--- config.mk ---
export PLATFORM = sky130hd
export DESIGN_NAME = pu_dispatch_ctrl
export DESIGN_NICKNAME = d
export VERILOG_FILES = /design/src/rtl/pu_dispatch_ctrl.sv
export SDC_FILE = /design/constraint.sdc
export NUM_CORES = 1
export LEC_CHECK = 0
export ABC_CLOCK_PERIOD_IN_PS = 2540
export CAP_MARGIN = 20
export CORE_UTILIZATION = 45
export CTS_BUF_LIST = sky130_fd_sc_hd__clkbuf_16
export DETAILED_ROUTE_END_ITERATION = 7
export PLACE_DENSITY = 0.8
export REMOVE_ABC_BUFFERS = 1
export SLEW_MARGIN = 20
export SYNTH_ARGS = -nofsm -noshare
export SYNTH_HDL_FRONTEND = slang
export SYNTH_SLANG_ARGS = --single-unit
--- constraint.sdc ---
create_clock -name CLK -period 2.54 [get_ports CLK]
set_input_delay 0.381 -clock CLK [delete_from_list [all_inputs] [get_ports CLK]]
set_output_delay 0.381 -clock CLK [all_outputs]
set_load 0.05 [all_outputs]
--- src/rtl/pu_dispatch_ctrl.sv ---
// Job scheduler between the master core and the slave PUs: queues launch jobs,
// sets up the shared PU bus, pulses a one-hot start and tracks per-PU busy.
module pu_dispatch_ctrl #(
  parameter int unsigned DATA_W     = 8,
  parameter int unsigned SEG_W      = 8,
  parameter int unsigned NUM_PU     = 7,
  parameter int unsigned FIFO_DEPTH = 4
) (
  input  logic                          CLK,
  input  logic                          RESET,
  input  logic                          job_valid,
  output logic                          job_ready,
  input  logic [SEG_W-1:0]              job_sa,
  input  logic [SEG_W-1:0]              job_sb,
  input  logic [SEG_W-1:0]              job_sc,
  input  logic [DATA_W-1:0]             job_ip,
  input  logic                          flush,
  input  logic [NUM_PU-1:0]             pu_en,
  input  logic [NUM_PU-1:0]             pu_int,
  output logic [SEG_W-1:0]              PU_SA,
  output logic [SEG_W-1:0]              PU_SB,
  output logic [SEG_W-1:0]              PU_SC,
  output logic [DATA_W-1:0]             PU_IP,
  output logic [NUM_PU-1:0]             pu_start,
  output logic [NUM_PU-1:0]             pu_busy,
  output logic [$clog2(FIFO_DEPTH):0]   fifo_count,
  output logic [DATA_W-1:0]             cpu_stat,
  output logic                          all_done
);

  localparam int unsigned AW = $clog2(FIFO_DEPTH);
  localparam int unsigned EW = 3*SEG_W + DATA_W;

  typedef enum logic [1:0] {IDLE, SETUP, START} state_t;

  state_t              state, state_nxt;
  logic [EW-1:0]       mem [FIFO_DEPTH];
  logic [AW-1:0]       wr_ptr, rd_ptr;
  logic [AW:0]         count, count_nxt;
  logic [NUM_PU-1:0]   busy, busy_nxt, en_q, target, free, lowest;
  logic                push, pop, latch;

  assign free      = pu_en & ~busy;
  // Isolates the lowest set bit of free.
  assign lowest    = free & (~free + NUM_PU'(1));
  assign job_ready = (count != (AW+1)'(FIFO_DEPTH));
  assign push      = job_valid & job_ready & ~flush;

  always_comb begin
    state_nxt = state;
    latch     = 1'b0;
    pop       = 1'b0;
    unique case (state)
      IDLE: begin
        if (count != '0 && |free && !flush) begin
          latch     = 1'b1;
          state_nxt = SETUP;
        end
      end
      SETUP: begin
        if (flush || !(|(free & target))) state_nxt = IDLE;
        else                              state_nxt = START;
      end
      START: begin
        pop       = 1'b1;
        state_nxt = IDLE;
      end
      default: state_nxt = IDLE;
    endcase
  end

  assign count_nxt = flush ? '0 : count + (AW+1)'(push) - (AW+1)'(pop);
  // Set wins over clear: a committed start always marks its target busy.
  assign busy_nxt  = (busy & ~(pu_int | (en_q & ~pu_en))) | (pop ? target : '0);

  always_ff @(posedge CLK) begin
    if (push) mem[wr_ptr] <= {job_sa, job_sb, job_sc, job_ip};
  end

  always_ff @(posedge CLK or negedge RESET) begin
    if (!RESET) begin
      state    <= IDLE;
      wr_ptr   <= '0;
      rd_ptr   <= '0;
      count    <= '0;
      busy     <= '0;
      en_q     <= '0;
      target   <= '0;
      PU_SA    <= '0;
      PU_SB    <= '0;
      PU_SC    <= '0;
      PU_IP    <= '0;
      all_done <= 1'b0;
    end else begin
      state    <= state_nxt;
      count    <= count_nxt;
      busy     <= busy_nxt;
      en_q     <= pu_en;
      all_done <= (busy != '0) && (busy_nxt == '0) && (count_nxt == '0);
      if (flush) begin
        wr_ptr <= '0;
        rd_ptr <= '0;
      end else begin
        if (push) wr_ptr <= wr_ptr + AW'(1);
        if (pop)  rd_ptr <= rd_ptr + AW'(1);
      end
      if (latch) begin
        {PU_SA, PU_SB, PU_SC, PU_IP} <= mem[rd_ptr];
        target                       <= lowest;
      end
    end
  end

  assign pu_start   = (state == START) ? target : '0;
  assign pu_busy    = busy;
  assign fifo_count = count;
  assign cpu_stat   = DATA_W'(busy);

endmodule

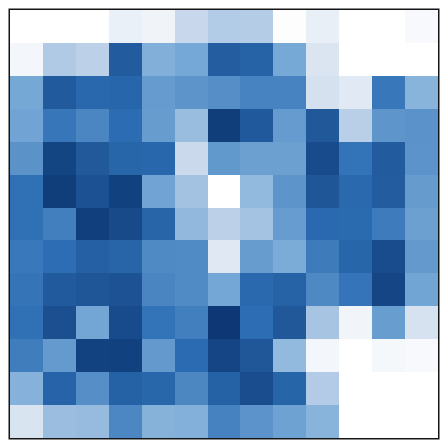
**Above:** run 1 (cell density map).
13 x 13 tiles, from white (low) to dark blue (high), 0 to 100% covered.
nearly empty tiles = 10%
emptiest ninth of the die = bottom right
fullest tile = 97%
initial core utilization: 46.6%
core area: 0.0160 mm2
utilization after layout: 59.6%

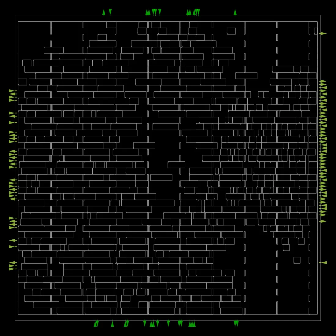
**Above:** run 1 (placed standard cells).
Final Non-Filler Cells: 748
Flops: 191

==> ci_impl_report.md, run 1 <==
### Metrics collected by this job

| Metric | Value |
|---|---|
| CTS root buf | `clkbuf_16` |
| Mux share | `15.3%` |
| Distinct cells, synth | `43` |
| Global Route Usage Sum | `19.0%` |
| Status | `complete, no violations` |
| Crit. Startpoint | `fifo_count[0]` |
| Most common cell in the netlist | `edfxtp_1` |
| Global-route wire length before repair | `23100 um` |
| Combinational power share | `31.9%` |
| Buffers and inverters on the worst path | `2` |
| Most frequent CP cell | `ha_4` |
| Antenna diode instance count | `0` |
| Worst-path clk slew | `70 ps` |
| Worst EP required | `2890 ps` |
| CP Capture Type | `register` |
| Port Buffer Count | `107` |
| Placed Instances | `713` |
| Synth Cell Area | `0.00745 mm2` |
| Crit path largest cell delay | `420 ps` |
| Period utilization | `97.6%` |
| Fmax | `403 MHz` |
| Htree depth | `4` |
| Min-delay worst type | `input port to async pin` |
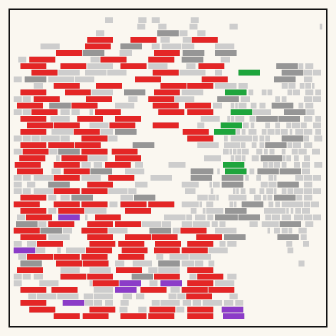
**Above:** run 1 (sequential cells coloured by netlist name).
PU_IP -> purple  # placed flops 8
target -> green  # placed flops 7
mem -> red  # placed flops 128
not coloured = 48
flop share of the area: 56.8%
Reg area: 0.00542 mm2
seq pwr: 4.08 mW

==> run 1: per-layer routing <==
layer	vias to the layer above	track usage, %	wire length [um]
li1	1752	-	-
met1	2040	23.5	6280
met2	127	32.4	7340
met3	23	5.33	831
met4	0	6.29	220
met5	-	0	0
==> run 1: registers in the layout, indices dropped and copies added, names as in the netlist <==
signal,cells
PU_IP,8
PU_SA,8
PU_SB,8
PU_SC,8
all_done,1
en_q,7
fifo_count,3
mem,128
pu_busy,7
rd_ptr,2
state,2
target,7
wr_ptr,2
==> run 1: per-stage QoR <==
step	hold WS (ps)	power (mW)
6_report	70.8	9.91
5_1_grt	151	10.3
4_1_cts	94.7	9.96
3_5_place_dp	480	7.27
3_3_place_gp	469	7.19
2_1_floorplan	85.4	6.09
==> run 2: changes to the inputs <==
- CAP_MARGIN: 20 -> 15
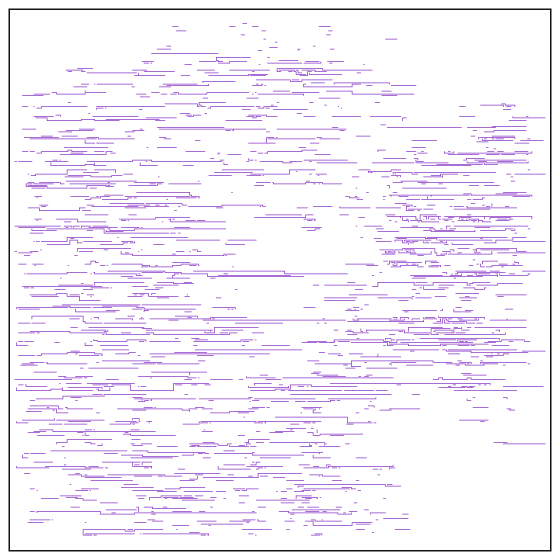
**Above:** run 2 (signal wires on met1).
longest straight run = 38.6 um
wire length on this layer = 6280 um
share of all routed wire = 43%
nets with wire on the layer = 508

==> ci_impl_report.md, run 2 <==
### Metrics collected by this job

| Metric | Value |
|---|---|
| Fmax | `403 MHz` |
| Min-delay worst type | `input port to async pin` |
| Met2 wire length | `7340 um` |
| Flops | `191` |
| Global-route wire length before repair | `23100 um` |
| Utilization after layout | `59.6%` |
| Largest register FFs | `128` |
| Crit. Startpoint | `fifo_count[0]` |
| Htree depth | `4` |
| CP Capture Type | `register` |
| Period utilization | `97.6%` |
| Port Buffer Count | `107` |
| Worst EP required | `2890 ps` |
| Core area | `0.0160 mm2` |
| Met3 global-route usage | `5.33%` |
| CTS root buf | `clkbuf_16` |
| Total power draw | `9.91 mW` |
| GR met2 Demand/Resource | `32.4%` |
| Met1 wire length | `6280 um` |
| Flop share of the area | `56.8%` |
| Hold_ws | `70.8 ps` |
| Top Usage Layer GRT | `met2` |
| Worst-path clk slew | `70 ps` |
| Status | `complete, no violations` |
| Cell count along the critical path | `12` |
| Reg area | `0.00542 mm2` |
| GR Util met1 | `23.5%` |
| Synth Cell Area | `0.00745 mm2` |
| Crit path largest cell delay | `420 ps` |
| Highest routed metal layer | `met4` |
| Seq pwr | `4.08 mW` |
| Most common cell in the netlist | `edfxtp_1` |
| # Cells Yosys | `392` |
| Distinct cells, synth | `43` |
| Most frequent CP cell | `ha_4` |
| Antenna diode instance count | `0` |
| Global Route Usage Sum | `19.0%` |
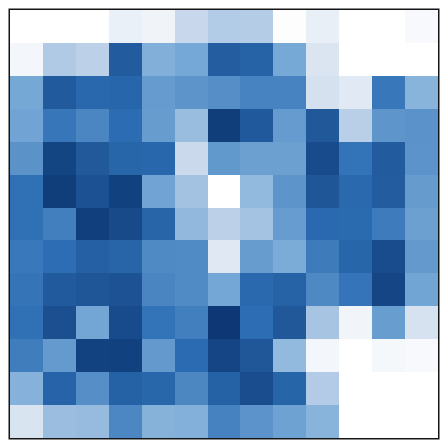
**Above:** run 2 (cell density map).
13 x 13 tiles, from white (low) to dark blue (high), 0 to 100% covered.
nearly empty tiles = 10%
fullest tile = 97%
mean over tiles = 54%
tiles over 75% full = 32%
densest ninth of the die = left middle

-- run 2: cell counts in the layout (fill, tap and decap cells not counted) --
Identical to the previous run, type by type.
-- run 2: through the flow --
stage	instances	TNS (ps)
global placement	713	-201
finish	748	0
detailed placement	713	-343
floorplan	370	-35080
global route	748	-51.8
CTS	746	0
-- run 2: how the worst min path moves through the flow --
stage                         from             to
after floorplan              RESET       PU_IP[0]
after global placement    PU_IP[3]       PU_IP[3]
after detailed placement  PU_IP[0]       PU_IP[0]
after CTS                    RESET  fifo_count[0]
after global routing         RESET  fifo_count[0]
final                        RESET  fifo_count[0]
-- run 2: cells by family after synthesis --
family / synth area share (%)
flops: 72.8
mux: 15.3
simple gates: 5.66
buf+inv: 2.42
compound gates: 1.97
fa+ha+maj: 1.28
xor+xnor: 0.588
other cells: 0.0503
**Run 2: M2 wires**

Cells faint in the background.
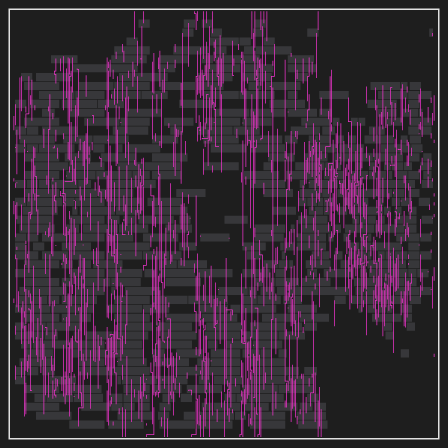

==> run 3: changes to the inputs <==
- CORE_ASPECT_RATIO: not set -> 1.2
- CTS_CLUSTER_DIAMETER: not set -> 30
- SLEW_MARGIN: 20 -> not set
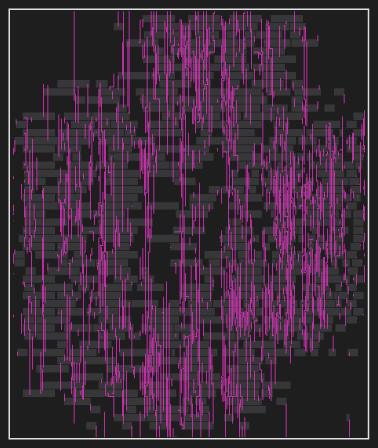
**Above:** run 3 (M2 wires).
Cells faint in the background.
wire length on this layer = 7660 um
longest straight run = 71.4 um

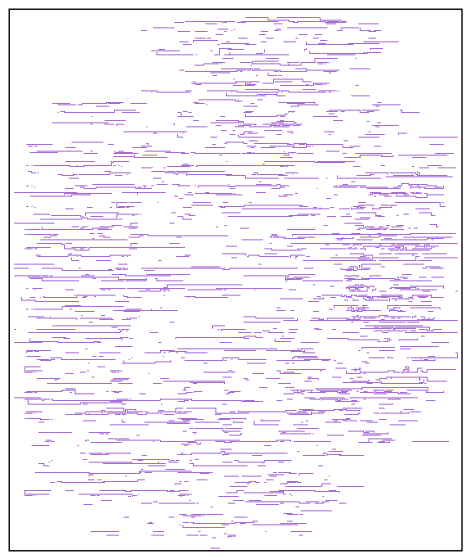
**Above:** run 3 (signal wires on met1).
nets with wire on the layer = 507
main direction = horizontal

==> ci_impl_report.md, run 3 <==
### Metrics collected by this job

| Metric | Value |
|---|---|
| Met2 wire length | `7660 um` |
| Final setup fails | `1` |
| WHS Endpoint | `en_q[1]` |
| Initial core utilization | `46.0%` |
| Largest register FFs | `128` |
| Status | `finished, violations left` |
| Highest routed metal layer | `met4` |
| Antenna diode instance count | `0` |
| Worst-path clk slew | `70 ps` |
| Final Non-Filler Cells | `748` |
| Global-route wire length before repair | `22900 um` |
| Top Usage Layer GRT | `met2` |
| Crit. Startpoint | `fifo_count[1]` |
| Worst EP required | `2890 ps` |
| Port Buffer Count | `107` |
| Seq pwr | `4.08 mW` |
| # Cells Yosys | `392` |
| CP Capture Type | `register` |
| Failing checks | `negative setup slack` |
| Biggest register | `mem` |
| Synth Cell Area | `0.00745 mm2` |
| Utilization after layout | `58.9%` |
| Worst setup margin | `-71.7 ps` |
| Total power draw | `9.85 mW` |
| GR Util met1 | `21.5%` |
| Min-delay worst type | `input port to register` |
| CTS root buf | `clkbuf_16` |
| Setup_tns | `-71.7 ps` |
==> run 3: kinds of logic (layout without fill, tap and decap cells) <==
group | after synthesis | count (layout) | synth area share [%]
and+or+nand+nor | 67 | 67 | 5.66
adders and majority gates | 7 | 7 | 1.28
muxes | 67 | 67 | 15.3
xor gates and xnor gates | 5 | 5 | 0.588
AOI/OAI and AO/OA | 20 | 20 | 1.97
buffers and inverters | 34 | 178 | 2.42
other | 1 | 1 | 0.0503
DFF | 191 | 191 | 72.8
==> run 3: cell type report <==
cell class | count | area, um2 | area share [%]
clock buffers | 17 | 425 | 4.45
clock inverters | 15 | 148 | 1.55
well taps | 212 | 265 | 2.78
multi-input cells | 167 | 1930 | 20.2
repair buffers | 134 | 1320 | 13.8
flip-flops and latches | 191 | 5420 | 56.8
inverters | 12 | 45.0 | 0.471
Power and IR drop assume default switching activity.
